Run 1, floorplan with the power grid:
Drawn at 6 px/um. Pins as bars on the die edge.
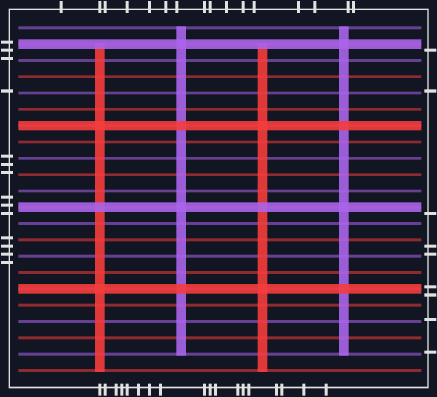
Run 1, the metal 2 layer:
Drawn at 6 px/um.
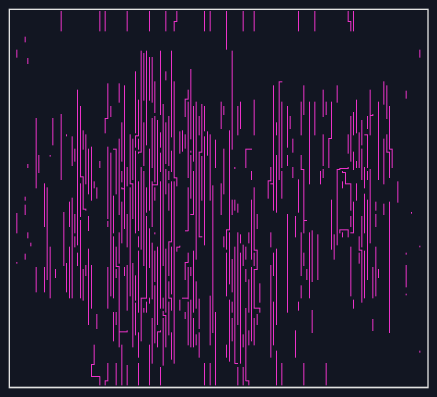
Run 1, sequential cells coloured by netlist name:
Drawn at 6 px/um. Other sequential cells in the stronger grey, the rest of the logic in the fainter grey.
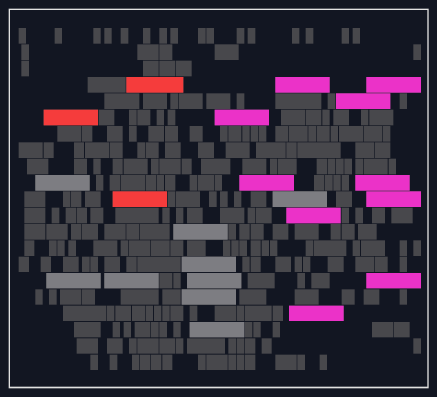
File: config.mk
export PLATFORM = sky130hd
export DESIGN_NAME = safe_mode_sequencer
export DESIGN_NICKNAME = d
export VERILOG_FILES = /design/src/rtl/safe_mode_sequencer.sv
export SDC_FILE = /design/constraint.sdc
export NUM_CORES = 1
export LEC_CHECK = 0
export ABC_AREA = 1
export CORE_ASPECT_RATIO = 0.9
export CORE_UTILIZATION = 41
export CTS_CLUSTER_SIZE = 14
export DETAILED_ROUTE_END_ITERATION = 12
export PLACE_DENSITY = 0.76
export SYNTH_ARGS = -nofsm -noshare
export SYNTH_HDL_FRONTEND = slang
export SYNTH_SLANG_ARGS = --single-unit
export TNS_END_PERCENT = 30
File: constraint.sdc
create_clock -name clk_i -period 1.6 [get_ports clk_i]
set_input_delay 0.24 -clock clk_i [delete_from_list [all_inputs] [get_ports clk_i]]
set_output_delay 0.24 -clock clk_i [all_outputs]
set_load 0.01 [all_outputs]
File: src/rtl/safe_mode_sequencer.sv
// safe_mode_sequencer: moves the wrapper cores into and out of lockstep
// (TMR/DMR). It halts the participating cores through debug requests, runs the
// state-sync handshake, enables voting, and parks the non-master cores on exit.
// Optional RUN-cycle counter is built only when SAFE_SEQ_PERF_CNT_EN is defined.
module safe_mode_sequencer #(
    parameter int NCORES  = 3,
    parameter int TIMEOUT = 1024
) (
    input  logic              clk_i,
    input  logic              rst_ni,
    input  logic              start_i,
    input  logic              safe_mode_i,
    input  logic [1:0]        safe_configuration_i,
    input  logic [NCORES-1:0] master_core_i,
    input  logic              critical_section_i,
    input  logic              end_sw_routine_i,
    input  logic [NCORES-1:0] debug_mode_i,
    input  logic              sync_done_i,
    output logic [NCORES-1:0] debug_req_o,
    output logic              sync_req_o,
    output logic [NCORES-1:0] lockstep_en_o,
    output logic              busy_o,
    output logic              done_o,
    output logic              error_o,
    output logic [31:0]       run_cycles_o
);

    typedef enum logic [2:0] {
        S_IDLE,
        S_HALT,
        S_SYNC,
        S_RUN,
        S_EXIT,
        S_ERROR
    } state_e;

    localparam int                CNT_W    = $clog2(TIMEOUT);
    localparam logic [CNT_W-1:0] CNT_LAST = CNT_W'(TIMEOUT - 1);

    state_e             state_q, state_d;
    logic               start_q;
    logic               defer_q;
    logic               done_q;
    logic [NCORES-1:0]  mask_q;
    logic [NCORES-1:0]  master_q;
    logic [CNT_W-1:0]   tmo_cnt_q;

    logic               start_rise;
    logic               cfg_ok;
    logic [NCORES-1:0]  new_mask;
    logic [NCORES-1:0]  park_mask;
    logic               halt_ack;
    logic               exit_ack;
    logic               exit_req;
    logic               timed_out;

    assign start_rise = start_i & ~start_q;
    assign cfg_ok     = ~safe_configuration_i[1] & $onehot(master_core_i);
    assign park_mask  = mask_q & ~master_q;
    assign halt_ack   = (debug_mode_i & mask_q) == mask_q;
    assign exit_ack   = (debug_mode_i & park_mask) == park_mask;
    assign exit_req   = end_sw_routine_i | ~start_i;
    assign timed_out  = (tmo_cnt_q == CNT_LAST);

    // Participation mask: all cores for TMR, master plus its left neighbour for DMR.
    always_comb begin
        new_mask = '1;
        if (safe_configuration_i[0]) begin
            new_mask = master_core_i | {master_core_i[NCORES-2:0], master_core_i[NCORES-1]};
        end
    end

    // State register plus the start edge detector, mask latch, timeout counter and deferred-exit flag.
    always_ff @(posedge clk_i or negedge rst_ni) begin
        if (!rst_ni) begin
            state_q   <= S_IDLE;
            start_q   <= 1'b0;
            defer_q   <= 1'b0;
            done_q    <= 1'b0;
            mask_q    <= '0;
            master_q  <= '0;
            tmo_cnt_q <= '0;
        end else begin
            state_q <= state_d;
            start_q <= start_i;
            done_q  <= (state_q == S_EXIT) && exit_ack;
            if (state_q == S_IDLE && state_d == S_HALT) begin
                mask_q   <= new_mask;
                master_q <= master_core_i;
            end
            if (state_d != state_q) begin
                tmo_cnt_q <= '0;
            end else if (state_q == S_HALT || state_q == S_SYNC || state_q == S_EXIT) begin
                tmo_cnt_q <= tmo_cnt_q + 1'b1;
            end
            if (state_q == S_RUN && state_d != S_RUN) begin
                defer_q <= 1'b0;
            end else if (state_q == S_RUN && exit_req && critical_section_i) begin
                defer_q <= 1'b1;
            end
        end
    end

    // Next-state logic; a handshake completing on the timeout cycle still advances.
    always_comb begin
        state_d = state_q;
        case (state_q)
            S_IDLE: begin
                if (start_rise && safe_mode_i) begin
                    state_d = cfg_ok ? S_HALT : S_ERROR;
                end
            end
            S_HALT: begin
                if (halt_ack) begin
                    state_d = S_SYNC;
                end else if (timed_out) begin
                    state_d = S_ERROR;
                end
            end
            S_SYNC: begin
                if (sync_done_i) begin
                    state_d = S_RUN;
                end else if (timed_out) begin
                    state_d = S_ERROR;
                end
            end
            S_RUN: begin
                if ((exit_req || defer_q) && !critical_section_i) begin
                    state_d = S_EXIT;
                end
            end
            S_EXIT: begin
                if (exit_ack) begin
                    state_d = S_IDLE;
                end else if (timed_out) begin
                    state_d = S_ERROR;
                end
            end
            S_ERROR: begin
                if (!start_i) begin
                    state_d = S_IDLE;
                end
            end
            default: state_d = S_IDLE;
        endcase
    end

    // Moore outputs decoded from the current state.
    always_comb begin
        debug_req_o   = '0;
        sync_req_o    = 1'b0;
        lockstep_en_o = '0;
        busy_o        = 1'b1;
        error_o       = 1'b0;
        case (state_q)
            S_IDLE:  busy_o = 1'b0;
            S_HALT:  debug_req_o = mask_q;
            S_SYNC: begin
                debug_req_o = mask_q;
                sync_req_o  = 1'b1;
            end
            S_RUN:   lockstep_en_o = mask_q;
            S_EXIT:  debug_req_o = park_mask;
            S_ERROR: begin
                busy_o  = 1'b0;
                error_o = 1'b1;
            end
            default: busy_o = 1'b0;
        endcase
    end

    assign done_o = done_q;

`ifdef SAFE_SEQ_PERF_CNT_EN
    logic [31:0] run_cnt_q;

    // Counts cycles spent in RUN, saturating, cleared when a new sequence enters HALT.
    always_ff @(posedge clk_i or negedge rst_ni) begin
        if (!rst_ni) begin
            run_cnt_q <= '0;
        end else if (state_d == S_HALT && state_q != S_HALT) begin
            run_cnt_q <= '0;
        end else if (state_q == S_RUN && run_cnt_q != 32'hFFFF_FFFF) begin
            run_cnt_q <= run_cnt_q + 32'd1;
        end
    end

    assign run_cycles_o = run_cnt_q;
`else
    assign run_cycles_o = 32'd0;
`endif

endmodule
==> notes.md, run 1 <==
Implementation results

STA puts the critical path data arrival time at 1980 ps. The number of levels the H-tree was split into is 1. The number of storage elements in the synthesis netlist is 22. Registers are responsible for 25.0% of the overall power. For flop-to-flop paths, the worst setup slack is -180 ps. The cell area after technology mapping is 1680 um2. The flow ran to the end, but the final reports show violations. TritonCTS built the clock tree. Among logic cells in the layout, the one with the most instances is conb_1. In the post-route analysis, the smallest setup slack over all paths is -183 ps. In this run the critical register-to-register path is captured at tmo_cnt_q[9]. The library cell occupying the most area in the post-synthesis netlist is dfrtp_1.

In this run the power density over the cells is 1350 nW/um2. Tracing the worst setup path back leads to its startpoint at tmo_cnt_q[1]. In the routed layout, each cell is associated on average with a via count of 4.62. The power of the combinational group is 2010 uW. The overall chip area is 4370 um2. The final reports fail on negative setup slack. Per the run report, area growth between synthesis and finish was 37.6%. Per the finish-stage timing summary, setup violations number 21.

The clock root buffer is clkbuf_8. The area of the multi-input gates is 1080 um2. Clock-pin slew was measured on the worst setup and hold paths at 80 ps.

The number of nets with antenna violations after routing is 0. Measured in cells, the most critical reg-to-reg path has a length of 11.
## Picture notes: 'floorplan with the power grid'
red -> VSS
purple -> VDD
met4 straps = 4
rows = 21
met1 rails = 22
met5 straps = 4
signal pins = 57
height of the die: 62.8 um
core outline area: 3840 um2
Die W: 69.6 um
maximum ir drop on the vdd rail: 0.000629 V

## Picture notes: 'the metal 2 layer'
longest straight run = 30.3 um
wire length on this layer = 2,240 um
main direction = vertical
nets with wire on the layer = 269
share of all routed wire = 54%
GRT met2 Usage: 32.6%
number of vias after detailed routing: 1,521
overall routed net length: 4130 um

## Picture notes: 'sequential cells coloured by netlist name'
magenta -> `tmo_cnt_q`  # flops 10
red -> `state_q`  # flops 3
not coloured = 9
Layout Utilization: 60.4%
power of the sequential group: 783 uW
area taken by flip-flops and latches: 552 um2
flip-flop and latch share of the layout cell area: 23.8%

-- run 1: cell usage after synthesis, drive strengths merged --
master and instances:
conb 1, o21ai 6, nand3b 1, xor2 6, nor2 33, nand2 47
a21oi 6, ha 2, a211oi 3, xnor2 1, nor3 1, nand3 19
inv 42, a21boi 1, fa 1, dfrtp 22, nand4 3, buf 34
-- run 1: layer usage --
metal	share of wire, %	up-vias	global-route usage, %
li1	-	745	-
met1	41	727	22.1
met2	54	41	32.6
met3	3.4	8	3.39
met4	1.2	0	4.59
met5	0	-	0
-- run 1: logic make-up after synthesis --
kind of cell / Yosys count / share of synthesized area, %
AOI/OAI and AO/OA: 16 / 5.35
adders and majority gates: 3 / 2.67
other: 1 / 0.223
DFF: 22 / 32.7
and+or+nand+nor: 104 / 30.5
buffers and inverters: 76 / 25.0
xor gates and xnor gates: 7 / 3.64
-- run 1: worst max-delay path by stage --
stage	cells after the start	slack, ps	endpoint
2_1_floorplan	11	-20	master_q[0]
3_3_place_gp	11	-690	mask_q[0]
3_5_place_dp	11	-780	master_q[0]
4_1_cts	8	-180	debug_req_o[0]
5_1_grt	11	-290	tmo_cnt_q[9]
6_report	11	-180	tmo_cnt_q[9]
-- run 1: critical path: stages, from the launching register on --
cell	delay (ps)
dfrtp_1	370
ha_2	190
nand2_2	70
nor2_4	120
nand4_1	240
nand2_1	160
nand2_2	80
nand2_2	80
nand2_2	70
nand2_4	140
nand2_8	110
nor2_4	110
-- run 1: flip-flops by register name, summed over array words and instances (netlist names) --
name / flops
master_q: 3
state_q: 3
mask_q: 3
start_q: 1
defer_q: 1
done_o: 1
tmo_cnt_q: 10
-- run 1: area by class of cell --
type	instances	share of cell area [%]
timing repair buffer	52	18.2
clock buffer	3	1.78
multi-input combinational	164	46.6
sequential	22	23.8
tap	46	2.48
inverter	42	7.13
Run 1, cell density map:
Drawn at 6 px/um. The die is cut into 7 by 6 equal tiles; black is low, pale yellow is high, 0 to 100% covered.
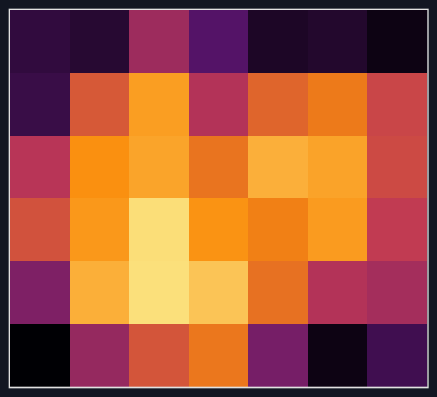

## Run 2: what changed since run 1
- CORE_MARGIN: default -> 10
Run 2, cell density map:
Drawn at 4 px/um. The die is cut into 9 by 8 equal tiles; black is low, pale yellow is high, 0 to 100% covered.
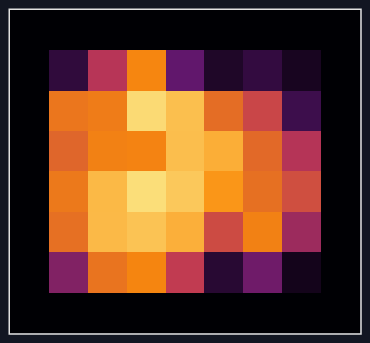
nearly empty tiles = 42%
tiles over 75% full = 15%
mean over tiles = 34%
densest ninth of the die = centre
fullest tile = 93%
emptiest ninth of the die = north-east

Run 2, sequential cells coloured by netlist name:
Drawn at 4 px/um. Other sequential cells in the stronger grey, the rest of the logic in the fainter grey.
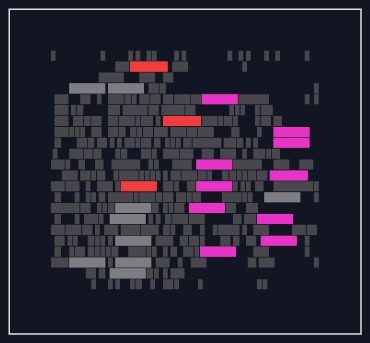
magenta -> `tmo_cnt_q`  # flops 10
red -> `state_q`  # flops 3

==> run 2 against run 1 <==
Compared with the run above: the run still ends with negative setup slack left; count of clock-buffer cells in the layout rose by 1; register-to-register slack barely moved; via count rose by 5.5%; combinational power rose by 5%; largest power group unchanged; critical path depth fell by 3; sequential power rose by 2%; synthesized cell count did not move; die size rose by 62%; first-iteration DRC count rose by 89%.
==> notes.md, run 2 <==
Implementation results

The met1 track demand over resource in global routing came to 12.7% (-9.4 points). The synthesis run shows the most used standard cells to be nand2_1, inv_1, buf_4. The area growth from synthesis to final layout is 45.6%.

The count of flip-flops with a built-in enable after synthesis is 0 (unchanged). The smallest setup slack after layout is -187 ps (-4.34 ps). The row count is 22.

Yosys instantiated no cell more often than nand2_1. The power dissipated in sequential cells is 795 uW (+2%). The floorplan core area is 4020 um2 (+4.8%). The average cell area after synthesis is 7.35 um2. The clock transition at the registers of the reported paths came to 80 ps (about the same).

The number of nets with antenna violations after routing was 0 (unchanged). The most frequent standard cell in the layout excluding fill and tap cells is buf_4. The number of storage elements in the synthesis netlist is 22 (unchanged). The register share of total power is 23.9% (-1.1 points). The run finished, with violations left. The dominant kind of combinational cell is simple AND/OR/NAND/NOR gates. The overall chip area is 7070 um2 (+62%). The met3 usage in global routing is 4.40% (+1.0 points). The largest register by flop count is tmo_cnt_q. The mean number of vias per cell is 4.64 (+0.28%). The die extent in y is 80.8 um (+29%). The fraction of synthesis flops using an asynchronous set or reset pin came to 100% (unchanged). The area share of fa/ha/maj cells after synthesis is 2.67% (unchanged). The checks that failed: negative setup slack.

The library cell occupying the most area in the post-synthesis netlist is dfrtp_1. The slack of the worst reg-to-reg path was -180 ps (about the same). The final count of negative-setup-slack endpoints came to 24 (+14%).

The share of the core filled with cells is 61.0% (+0.62 points). In the synthesized netlist the dominant register cell turns out to be dfrtp_1. The synthesized-area fraction occupied by ao, oa, aoi and oai cells is 5.35% (unchanged). The simple-gate portion of the synthesized area is 30.5% (unchanged). The arrival time of data at the critical path endpoint is 1550 ps (-430 ps). TritonCTS built the clock tree.

The length in cells of the worst reg-to-reg path is 9 (-2). The destination of the worst register-to-register timing path is tmo_cnt_q[8].
Run 2, the metal 2 layer:
Drawn at 4 px/um.
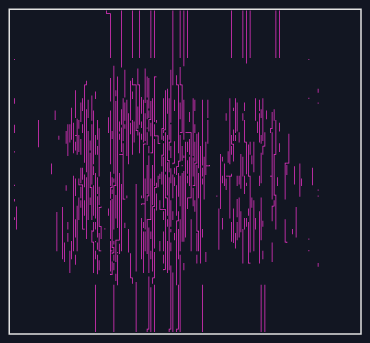
share of all routed wire = 55%
main direction = vertical
GRT met2 Usage: 22.5%
number of vias after detailed routing: 1,604
overall routed net length: 4780 um

-- run 2: critical path, stage by stage (launching register included) --
cell	delay [ps]
dfrtp_2	460
nor2_4	150
inv_2	70
nor2_4	130
inv_2	60
nand2_4	80
inv_4	40
a211oi_2	140
buf_2	160
-- run 2: cell families (layout without fill, tap and decap cells) --
| group | Yosys count | after routing |
|---|---|---|
| and+or+nand+nor | 104 | 106 |
| adders and majority gates | 3 | 3 |
| DFF | 22 | 22 |
| AOI/OAI and AO/OA | 16 | 16 |
| xor gates and xnor gates | 7 | 7 |
| buffers and inverters | 76 | 112 |
| other | 1 | 32 |
-- run 2: repair_timing --
item	CTS	global route
cloned	2	0
endpoints found under the setup margin	26	26
setup buffers	8	7
resized	63	46
pin swaps	8	20
-- run 2: layout make-up --
| cell class | count | area (um2) | share of cell area [%] |
|---|---|---|---|
| Multi-Input combinational cell | 164 | 1090 | 44.5 |
| Sequential cell | 22 | 554 | 22.6 |
| Timing Repair Buffer | 66 | 524 | 21.4 |
| Clock buffer | 4 | 55.1 | 2.24 |
| Tap cell | 48 | 60.1 | 2.45 |
| Inverter | 42 | 168 | 6.84 |
-- run 2: per-layer routing --
layer | vias up | share of wire [%]
li1 | 771 | -
met1 | 761 | 36
met2 | 60 | 55
met3 | 12 | 7.5
met4 | 0 | 1.7
met5 | - | 0
-- run 2: how the worst max path moves through the flow --
stage,startpoint,end,slack (ps),cells past startpoint
after floorplan,master_core_i[2],master_q[0],-20,11
after global placement,master_core_i[2],mask_q[0],-680,11
after detailed placement,master_core_i[2],master_q[0],-750,11
after CTS,state_q[0],debug_req_o[2],-160,8
after global routing,state_q[0],debug_req_o[2],-280,8
final,state_q[1],debug_req_o[2],-190,8
Run 2, floorplan with the power grid:
Drawn at 4 px/um. Pins as bars on the die edge.
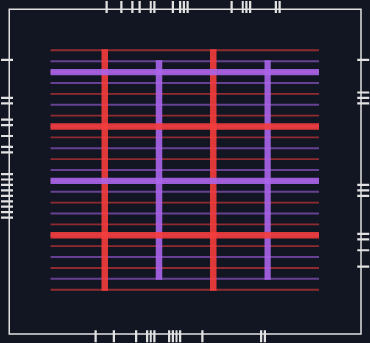

## Run 3: what changed since run 2
- PLACE_DENSITY: 0.76 -> 0.78
Run 3, floorplan with the power grid:
Drawn at 4 px/um. Pins as bars on the die edge.
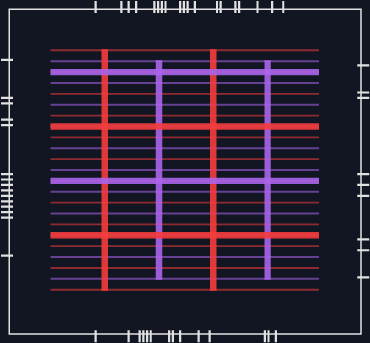
purple -> VDD
red -> VSS
met5 straps = 4
met1 rails = 23
met4 straps = 4
rows = 22
Die W: 87.6 um
height of the die: 80.8 um
maximum ir drop on the vdd rail: 0.000636 V
core outline area: 4020 um2

Run 3, the metal 2 layer:
Drawn at 4 px/um.
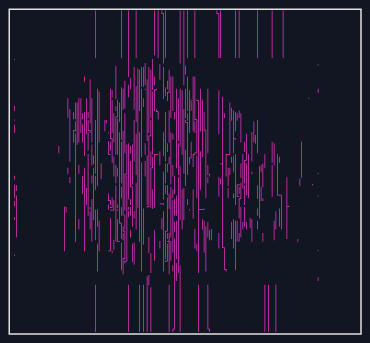
share of all routed wire = 56%
longest straight run = 43.0 um
main direction = vertical

==> run 3 against run 2 <==
Compared with the run above: the flow still finishes with violations (negative setup slack); count of clock-buffer cells in the layout stayed put; cell count is 0.87% higher; wire length is 4.5% lower; area after synthesis stayed put; sequential share of layout area is 0.18 points higher; largest power group unchanged.
==> notes.md, run 3 <==
Implementation results

Walking the worst path, the cells encountered are nor2_4, inv_2, buf_4, buf_4, buf_6, nand2_1, nand2_1, buf_2. The smallest setup slack after layout is -159 ps (+27.7 ps). The multi-input combinational cell count came to 164 (unchanged). The final reports fail on negative setup slack. The overall chip area came to 7070 um2 (unchanged). The register share of total power was 24.0% (about the same). The number of sequential cells in the layout is 22 (unchanged). The row count is 22 (unchanged). The most frequent standard cell in the layout excluding fill and tap cells is buf_4.

The mean number of vias per cell was 4.42 (-4.6%). The final count of negative-setup-slack endpoints is 24 (unchanged). The clock tree from TritonCTS is yes. The cell family contributing the most delay on the critical path is buffers and inverters.

The dominant kind of cell by area is combinational gates. The count of flip-flops with a built-in enable after synthesis is 0 (unchanged). Per the synth stats, the flop cell with the highest instance count is dfrtp_1. The total wire length is 4560 um (-4.5%).

The clock transition at the registers of the reported paths came to 80 ps (about the same). The average cell area after synthesis is 7.35 um2 (unchanged). The register area is 553 um2 (-0.23%). The number of non-clock inverters is 42 (unchanged). The proportion of final cell area spent on non-clock buffers was 23.2% (+1.8 points). The number of vias after detailed routing is 1,544 (-3.7%). The cell with the most instances after synthesis is nand2_1. Per the run report, area growth between synthesis and finish was 44.1%.

The flow ran to the end, but the final reports show violations. The arrival time of data at the critical path endpoint is 1520 ps (-30 ps).
Run 3, cell density map:
Drawn at 4 px/um. The die is cut into 9 by 8 equal tiles; black is low, pale yellow is high, 0 to 100% covered.
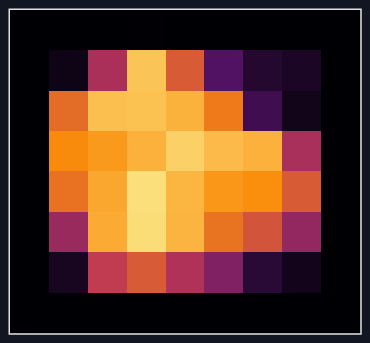
densest ninth of the die = centre
mean over tiles = 34%
fullest tile = 93%
floorplan utilization: 41.9%
Layout Utilization: 60.4%

## run 3: cell counts after synthesis
No cell type changed its count.
## run 3: tightest hold or removal path, cell delays in order
cell and delay, ps:
clkbuf_2 100, buf_4 110, o21ai_1 60, inv_1 40
## run 3: logic make-up (layout without fill, tap and decap cells)
kind of cell | after synthesis | after routing | share of synthesized area [%]
AND-OR/OR-AND | 16 | 16 | 5.35
XOR/XNOR | 7 | 7 | 3.64
adder cells (fa/ha/maj) | 3 | 3 | 2.67
buffers and inverters | 76 | 115 | 25.0
flip-flops | 22 | 22 | 32.7
other | 1 | 32 | 0.223
AND/OR/NAND/NOR | 104 | 106 | 30.5
## run 3: path summary, 6_finish.rpt
| path | from | to | slack (ps) | cells past startpoint |
|---|---|---|---|---|
| max in group asynchronous | rst_ni | state_q[0] | 1050 | 2 |
| max reg2reg | state_q[1] | state_q[0] | -150 | 11 |
| max | state_q[1] | busy_o | -160 | 8 |
| min in group asynchronous | rst_ni | master_q[2] | 310 | 2 |
| min | master_core_i[0] | master_q[0] | 300 | 4 |
| min reg2reg | defer_q | defer_q | 540 | 2 |
## run 3: power by group through the flow
stage	Sequential (uW)	Clock (uW)	Combinational, uW
after global placement	764	0	1400
after floorplan	771	0	913
after global routing	804	449	2230
final	788	421	2070
after detailed placement	771	0	1440
after CTS	774	408	1860
## run 3: routing by layer
| layer | vias to the layer above | GRT usage, % | routed length, um |
|---|---|---|---|
| li1 | 783 | - | - |
| met1 | 709 | 12.4 | 1660 |
| met2 | 46 | 24.6 | 2560 |
| met3 | 6 | 4.60 | 256 |
| met4 | 0 | 6.69 | 82 |
| met5 | - | 0 | 0 |
## run 3: repair_timing
action                                  CTS  global route
hold buffers                              0             0
gates resized                            81            18
gates cloned                              2             0
buffers inserted                         16             2
endpoints found under the setup margin   26            26
pin swaps                                25            12
No activity file was given, so power comes from the tool's default toggle rates.
